**src/rtl/wb_config_bridge_if.sv**
```systemverilog
// Bus bundle between the Wishbone management port and the config-bus responders.
// The slave modport is the bridge side, the master modport the SoC/responder side.
interface wb_config_bridge_if;
    localparam int unsigned WB_DW  = 32;
    localparam int unsigned WB_AW  = 32;
    localparam int unsigned SEL_W  = 4;
    localparam int unsigned CFG_AW = 24;

    logic              wbs_cyc_i;
    logic              wbs_stb_i;
    logic              wbs_we_i;
    logic [SEL_W-1:0]  wbs_sel_i;
    logic [WB_AW-1:0]  wbs_adr_i;
    logic [WB_DW-1:0]  wbs_dat_i;
    logic              wbs_ack_o;
    logic [WB_DW-1:0]  wbs_dat_o;

    logic              config_we;
    logic              config_oe;
    logic [CFG_AW-1:0] config_address;
    logic [SEL_W-1:0]  config_sel;
    logic [WB_DW-1:0]  config_data_write;
    logic [WB_DW-1:0]  config_data_read;
    logic              config_busy;
    logic              config_timeout;

    modport slave (
        input  wbs_cyc_i, wbs_stb_i, wbs_we_i, wbs_sel_i, wbs_adr_i, wbs_dat_i,
        input  config_data_read, config_busy,
        output wbs_ack_o, wbs_dat_o,
        output config_we, config_oe, config_address, config_sel, config_data_write,
        output config_timeout
    );

    modport master (
        output wbs_cyc_i, wbs_stb_i, wbs_we_i, wbs_sel_i, wbs_adr_i, wbs_dat_i,
        output config_data_read, config_busy,
        input  wbs_ack_o, wbs_dat_o,
        input  config_we, config_oe, config_address, config_sel, config_data_write,
        input  config_timeout
    );
endinterface

```
**src/rtl/wb_config_bridge.sv**
```systemverilog
// Wishbone classic responder turning single reads/writes into config-bus
// strobe transactions with wait-state support.
// Optional feature macro: CONFIG_BRIDGE_TIMEOUT_EN (abort transfers whose
// responder stays busy for TIMEOUT_CYCLES wait cycles).
module wb_config_bridge #(
    parameter logic [31:0] ADDRESS_BASE   = 32'h3000_0000,
    parameter logic [31:0] ADDRESS_MASK   = 32'hFF00_0000,
    parameter int unsigned TIMEOUT_CYCLES = 255
) (
    input  logic              wb_clk_i,
    input  logic              wb_rst_i,
    wb_config_bridge_if.slave bus
);
    localparam int unsigned DW    = 32;
    localparam int unsigned CAW   = 24;
    localparam int unsigned SW    = 4;
    localparam int unsigned CNT_W = 10;

    typedef enum logic [1:0] {IDLE, ACCESS, RESPOND} state_t;

    state_t         state_q, state_d;
    logic [CAW-1:0] addr_q, addr_d;
    logic [SW-1:0]  sel_q, sel_d;
    logic [DW-1:0]  wdat_q, wdat_d;
    logic           we_q, we_d;
    logic           lost_q, lost_d;
    logic           cfg_we_q, cfg_we_d;
    logic           cfg_oe_q, cfg_oe_d;
    logic           ack_q, ack_d;
    logic [DW-1:0]  rdat_q, rdat_d;
    logic           tmo_q, tmo_d;
    logic           hit_c;
    logic           lost_c;
    logic           expired_c;

    // Window decode and "master abandoned the cycle" tracking
    assign hit_c  = (bus.wbs_adr_i & ADDRESS_MASK) == ADDRESS_BASE;
    assign lost_c = lost_q | ~bus.wbs_cyc_i;

`ifdef CONFIG_BRIDGE_TIMEOUT_EN
    localparam logic [CNT_W-1:0] TIMEOUT_LIMIT = CNT_W'(TIMEOUT_CYCLES);
    logic [CNT_W-1:0] cnt_q;

    // Saturating wait-state counter, cleared whenever the bridge is idle
    always_ff @(posedge wb_clk_i) begin
        if (wb_rst_i) begin
            cnt_q <= '0;
        end else if (state_q != ACCESS) begin
            cnt_q <= '0;
        end else if (bus.config_busy && (cnt_q != '1)) begin
            cnt_q <= cnt_q + CNT_W'(1);
        end
    end

    assign expired_c = cnt_q >= TIMEOUT_LIMIT;
`else
    logic unused_timeout_cycles;
    assign unused_timeout_cycles = ^CNT_W'(TIMEOUT_CYCLES);
    assign expired_c = 1'b0;
`endif

    // State and registered outputs
    always_ff @(posedge wb_clk_i) begin
        if (wb_rst_i) begin
            state_q  <= IDLE;
            addr_q   <= '0;
            sel_q    <= '0;
            wdat_q   <= '0;
            we_q     <= 1'b0;
            lost_q   <= 1'b0;
            cfg_we_q <= 1'b0;
            cfg_oe_q <= 1'b0;
            ack_q    <= 1'b0;
            rdat_q   <= '0;
            tmo_q    <= 1'b0;
        end else begin
            state_q  <= state_d;
            addr_q   <= addr_d;
            sel_q    <= sel_d;
            wdat_q   <= wdat_d;
            we_q     <= we_d;
            lost_q   <= lost_d;
            cfg_we_q <= cfg_we_d;
            cfg_oe_q <= cfg_oe_d;
            ack_q    <= ack_d;
            rdat_q   <= rdat_d;
            tmo_q    <= tmo_d;
        end
    end

    // Next state and next values of the registered outputs
    always_comb begin
        state_d  = state_q;
        addr_d   = addr_q;
        sel_d    = sel_q;
        wdat_d   = wdat_q;
        we_d     = we_q;
        lost_d   = lost_q;
        cfg_we_d = 1'b0;
        cfg_oe_d = 1'b0;
        ack_d    = 1'b0;
        rdat_d   = '0;
        tmo_d    = 1'b0;

        case (state_q)
            IDLE: begin
                if (bus.wbs_cyc_i && bus.wbs_stb_i && hit_c) begin
                    state_d  = ACCESS;
                    addr_d   = bus.wbs_adr_i[CAW-1:0];
                    sel_d    = bus.wbs_sel_i;
                    wdat_d   = bus.wbs_dat_i;
                    we_d     = bus.wbs_we_i;
                    lost_d   = 1'b0;
                    cfg_we_d = bus.wbs_we_i;
                    cfg_oe_d = ~bus.wbs_we_i;
                end
            end
            ACCESS: begin
                lost_d = lost_c;
                if (!bus.config_busy || expired_c) begin
                    state_d = RESPOND;
                    ack_d   = ~lost_c;
                    tmo_d   = bus.config_busy & expired_c;
                    if (lost_c) begin
                        rdat_d = '0;
                    end else if (bus.config_busy) begin
                        rdat_d = '1;
                    end else if (!we_q) begin
                        rdat_d = bus.config_data_read;
                    end
                end else begin
                    cfg_we_d = we_q;
                    cfg_oe_d = ~we_q;
                end
            end
            RESPOND: begin
                state_d = IDLE;
            end
            default: begin
                state_d = IDLE;
            end
        endcase
    end

    assign bus.wbs_ack_o         = ack_q;
    assign bus.wbs_dat_o         = rdat_q;
    assign bus.config_we         = cfg_we_q;
    assign bus.config_oe         = cfg_oe_q;
    assign bus.config_address    = addr_q;
    assign bus.config_sel        = sel_q;
    assign bus.config_data_write = wdat_q;
    assign bus.config_timeout    = tmo_q;
endmodule

```
**src/flat_wrapper.sv**
```systemverilog
// flat-port wrapper written by rule: the top's interface ports become plain ports
module wb_config_bridge_flat 
#(
    parameter logic [31:0] ADDRESS_BASE   = 32'h3000_0000,
    parameter logic [31:0] ADDRESS_MASK   = 32'hFF00_0000,
    parameter int unsigned TIMEOUT_CYCLES = 255
)
  (wb_clk_i, wb_rst_i, bus_wbs_cyc_i, bus_wbs_stb_i, bus_wbs_we_i, bus_wbs_sel_i, bus_wbs_adr_i, bus_wbs_dat_i, bus_config_data_read, bus_config_busy, bus_wbs_ack_o, bus_wbs_dat_o, bus_config_we, bus_config_oe, bus_config_address, bus_config_sel, bus_config_data_write, bus_config_timeout);
  wb_config_bridge_if bus_i ();
  input  logic wb_clk_i;
  input  logic wb_rst_i;
  input wire logic [$bits(bus_i.wbs_cyc_i)-1:0] bus_wbs_cyc_i;
  input wire logic [$bits(bus_i.wbs_stb_i)-1:0] bus_wbs_stb_i;
  input wire logic [$bits(bus_i.wbs_we_i)-1:0] bus_wbs_we_i;
  input wire logic [$bits(bus_i.wbs_sel_i)-1:0] bus_wbs_sel_i;
  input wire logic [$bits(bus_i.wbs_adr_i)-1:0] bus_wbs_adr_i;
  input wire logic [$bits(bus_i.wbs_dat_i)-1:0] bus_wbs_dat_i;
  input wire logic [$bits(bus_i.config_data_read)-1:0] bus_config_data_read;
  input wire logic [$bits(bus_i.config_busy)-1:0] bus_config_busy;
  output wire logic [$bits(bus_i.wbs_ack_o)-1:0] bus_wbs_ack_o;
  output wire logic [$bits(bus_i.wbs_dat_o)-1:0] bus_wbs_dat_o;
  output wire logic [$bits(bus_i.config_we)-1:0] bus_config_we;
  output wire logic [$bits(bus_i.config_oe)-1:0] bus_config_oe;
  output wire logic [$bits(bus_i.config_address)-1:0] bus_config_address;
  output wire logic [$bits(bus_i.config_sel)-1:0] bus_config_sel;
  output wire logic [$bits(bus_i.config_data_write)-1:0] bus_config_data_write;
  output wire logic [$bits(bus_i.config_timeout)-1:0] bus_config_timeout;
  assign bus_i.wbs_cyc_i = bus_wbs_cyc_i;
  assign bus_i.wbs_stb_i = bus_wbs_stb_i;
  assign bus_i.wbs_we_i = bus_wbs_we_i;
  assign bus_i.wbs_sel_i = bus_wbs_sel_i;
  assign bus_i.wbs_adr_i = bus_wbs_adr_i;
  assign bus_i.wbs_dat_i = bus_wbs_dat_i;
  assign bus_i.config_data_read = bus_config_data_read;
  assign bus_i.config_busy = bus_config_busy;
  assign bus_wbs_ack_o = bus_i.wbs_ack_o;
  assign bus_wbs_dat_o = bus_i.wbs_dat_o;
  assign bus_config_we = bus_i.config_we;
  assign bus_config_oe = bus_i.config_oe;
  assign bus_config_address = bus_i.config_address;
  assign bus_config_sel = bus_i.config_sel;
  assign bus_config_data_write = bus_i.config_data_write;
  assign bus_config_timeout = bus_i.config_timeout;
  wb_config_bridge #(.ADDRESS_BASE(ADDRESS_BASE), .ADDRESS_MASK(ADDRESS_MASK), .TIMEOUT_CYCLES(TIMEOUT_CYCLES)) u_core (.wb_clk_i(wb_clk_i), .wb_rst_i(wb_rst_i), .bus(bus_i));
endmodule
```
**config.mk**
```make
export PLATFORM = sky130hd
export DESIGN_NAME = wb_config_bridge_flat
export DESIGN_NICKNAME = d
export VERILOG_FILES = /design/src/rtl/wb_config_bridge_if.sv /design/src/rtl/wb_config_bridge.sv /design/src/flat_wrapper.sv
export SDC_FILE = /design/constraint.sdc
export NUM_CORES = 1
export LEC_CHECK = 0
export ABC_AREA = 1
export CAP_MARGIN = 10
export CORE_ASPECT_RATIO = 0.6
export CORE_UTILIZATION = 30
export CTS_CLUSTER_DIAMETER = 30
export DETAILED_ROUTE_END_ITERATION = 8
export GPL_TIMING_DRIVEN = 0
export SYNTH_ARGS = -nofsm -noshare
export SYNTH_HDL_FRONTEND = slang
export SYNTH_SLANG_ARGS = --single-unit
```
**constraint.sdc**
```tcl
create_clock -name wb_clk_i -period 3.2 [get_ports wb_clk_i]
set_input_delay 0.96 -clock wb_clk_i [delete_from_list [all_inputs] [get_ports wb_clk_i]]
set_output_delay 0.96 -clock wb_clk_i [all_outputs]
set_load 0.02 [all_outputs]
```
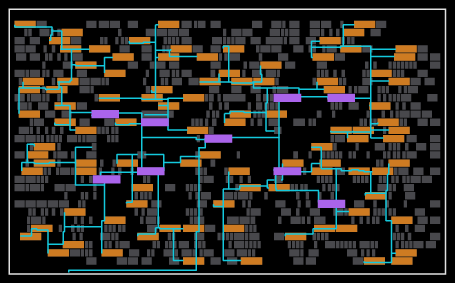
Fig. 1. Clock network drawn from the DEF.
(3 px per um)
Orange stands for flip-flops, count 99. Cyan stands for clock wires, length 1230 um. Purple stands for clock-net drivers, count 9.
There are 10 routed clock nets.

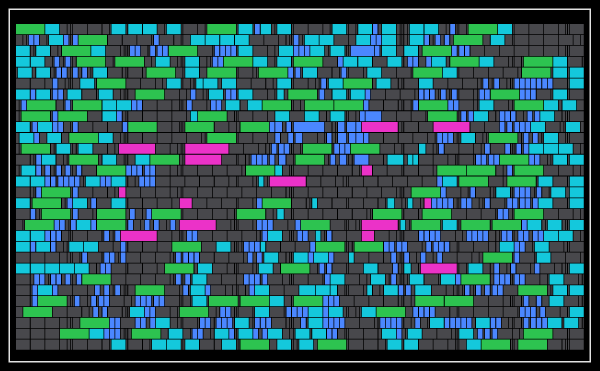
Fig. 2. Cell classes on the final placement.
(4 px per um) Fill, decap, tap and diode cells in grey.
Green stands for registers, cells 99, share of their area 33%. Blue stands for remaining logic cells, cells 403, share of their area 26%. Magenta stands for clock drivers and dummy loads, cells 15, share of their area 4.9%. Cyan stands for remaining buffers and delay cells, cells 223, share of their area 36%.

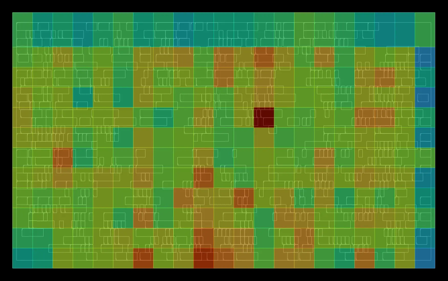
Fig. 3. Routing congestion.
fin util: 53.2%
GRT Max-Usage Layer: met2
M1 GR Usage: 21.5%
Total GRT Usage: 16.6%

==> impl_metrics.tcl <==
# yosys + openroad results
set metrics [dict create \
    powerDensity_nw_per_um2 400 \
    netlist.area_leader.share_pct 53.9 \
    cts_buffers 9 \
    top_cell "nor2_1" \
    status "finished, final reports clean" \
    critPathKind "reg -> out" \
    synth_cell_types 18 \
    grt_max_degree 17 \
    cts.sinks 99 \
    yosys.area.top_type "dfxtp_1" \
    critPathSlowestCell "clkdlybuf4s50_1" \
    grt_pass1_wl_mm 16.7 \
    antenna_found_initial 0 \
    ys_ff 99 \
    cts_tree "built" \
    warnings 26 \
    area_growth_pct 67.8 \
    cts_resized 0 \
    edf_count 0 \
    stdcell_count 900 \
    slew_headroom_pct 66.6 \
    rsz0062_at_grt "false" \
    ys_area_um2 3680 \
    max_stage_delay_ns 0.62 \
    die_area_um2 12700 \
    synthFlopType "dfxtp_1" \
    worstHoldPathType "reg -> reg" \
    avgRoutedWirePerCell_um 11.5 \
    yosys-top-cells-area "dfxtp_1 (54%), nor2_1 (16%), nand2_1 (13%), inv_1 (10%), buf_2 (1.2%)" \
    power.static_leakage_nw 2.93 \
    crit_required_ns 2.24 \
]
## per-layer routing
layer	vias up	track usage, %
met5	-	0
met4	0	4.06
met3	5	6.93
met2	124	25.7
met1	1508	21.5
li1	1899	-
## kinds of logic after synthesis
group | Yosys count | synth area share, %
AOI/OAI and AO/OA | 4 | 0.545
buffers and inverters | 124 | 13.7
DFF | 99 | 53.9
other | 1 | 0.102
and+or+nand+nor | 297 | 31.8
## cell type report
type / instances / area (um^2) / share of cell area [%]
repair buffers: 200 / 2000 / 32.5
flip-flops and latches: 99 / 1980 / 32.1
multi-input cells: 302 / 1190 / 19.3
inverters: 101 / 379 / 6.15
clock buffers: 9 / 225 / 3.65
well taps: 160 / 200 / 3.25
plain buffers: 23 / 124 / 2.01
clock inverters: 6 / 65.1 / 1.05
## registers in the layout (all words and copies together), names as in the netlist
signal,flops
u_core.state_q,2
u_core.bus.config_sel,4
u_core.bus.wbs_dat_o,32
u_core.we_q,1
u_core.bus.config_we,1
u_core.bus.config_oe,1
u_core.bus.wbs_ack_o,1
u_core.lost_q,1
u_core.bus.config_data_write,32
u_core.bus.config_address,24
## through the flow
step | worst slack [ns] | cell area, um^2 | util [%]
global placement | 0.633 | 5880 | 50.7
global route | 0.850 | 6170 | 53.2
floorplan | 1.31 | 3680 | -
finish | 0.940 | 6170 | 53.2
detailed placement | 0.602 | 5880 | 50.7
CTS | 0.915 | 6170 | 53.2
## where the power goes
part	internal (mW)	switching, mW
logic	0.121	0.0490
registers	1.23	0.000511
clock network	0.605	0.462
## cells in the final DEF (no fill, tap or decap)
master,synthesis,routed
a21oi_1,4,4
clkinv_1,1,1
inv_6,0,2
clkbuf_1,10,10
nor2_1,158,158
nor2_4,1,1
buf_6,3,3
nand3_1,2,2
clkdlybuf4s50_1,0,200
inv_1,100,100
nor4_4,1,1
clkinv_2,0,2
nor3_4,1,1
nand2_1,130,130
clkinvlp_4,0,1
dfxtp_1,99,99
nand3_2,1,1
conb_1,1,1
buf_2,9,9
nand4_1,2,2
buf_4,1,1
bufinv_16,0,1
nor3_1,1,1
clkbuf_16,0,9
## path summary, 6_finish.rpt
check	cells past startpoint	slack (ns)	from	to
worst max-delay path	1	0.94	u_core.bus.config_data_write[28]$_SDFFE_PP0P_	bus_config_data_write[28]
worst max register to register	6	1.84	u_core.state_q[1]$_SDFFE_PP0P_	u_core.bus.config_address[15]$_SDFFE_PP0P_
worst min-delay path	2	0.48	u_core.lost_q$_SDFFE_PP0P_	u_core.lost_q$_SDFFE_PP0P_
worst min register to register	2	0.48	u_core.lost_q$_SDFFE_PP0P_	u_core.lost_q$_SDFFE_PP0P_
Power is estimated from default activity; no workload was simulated.
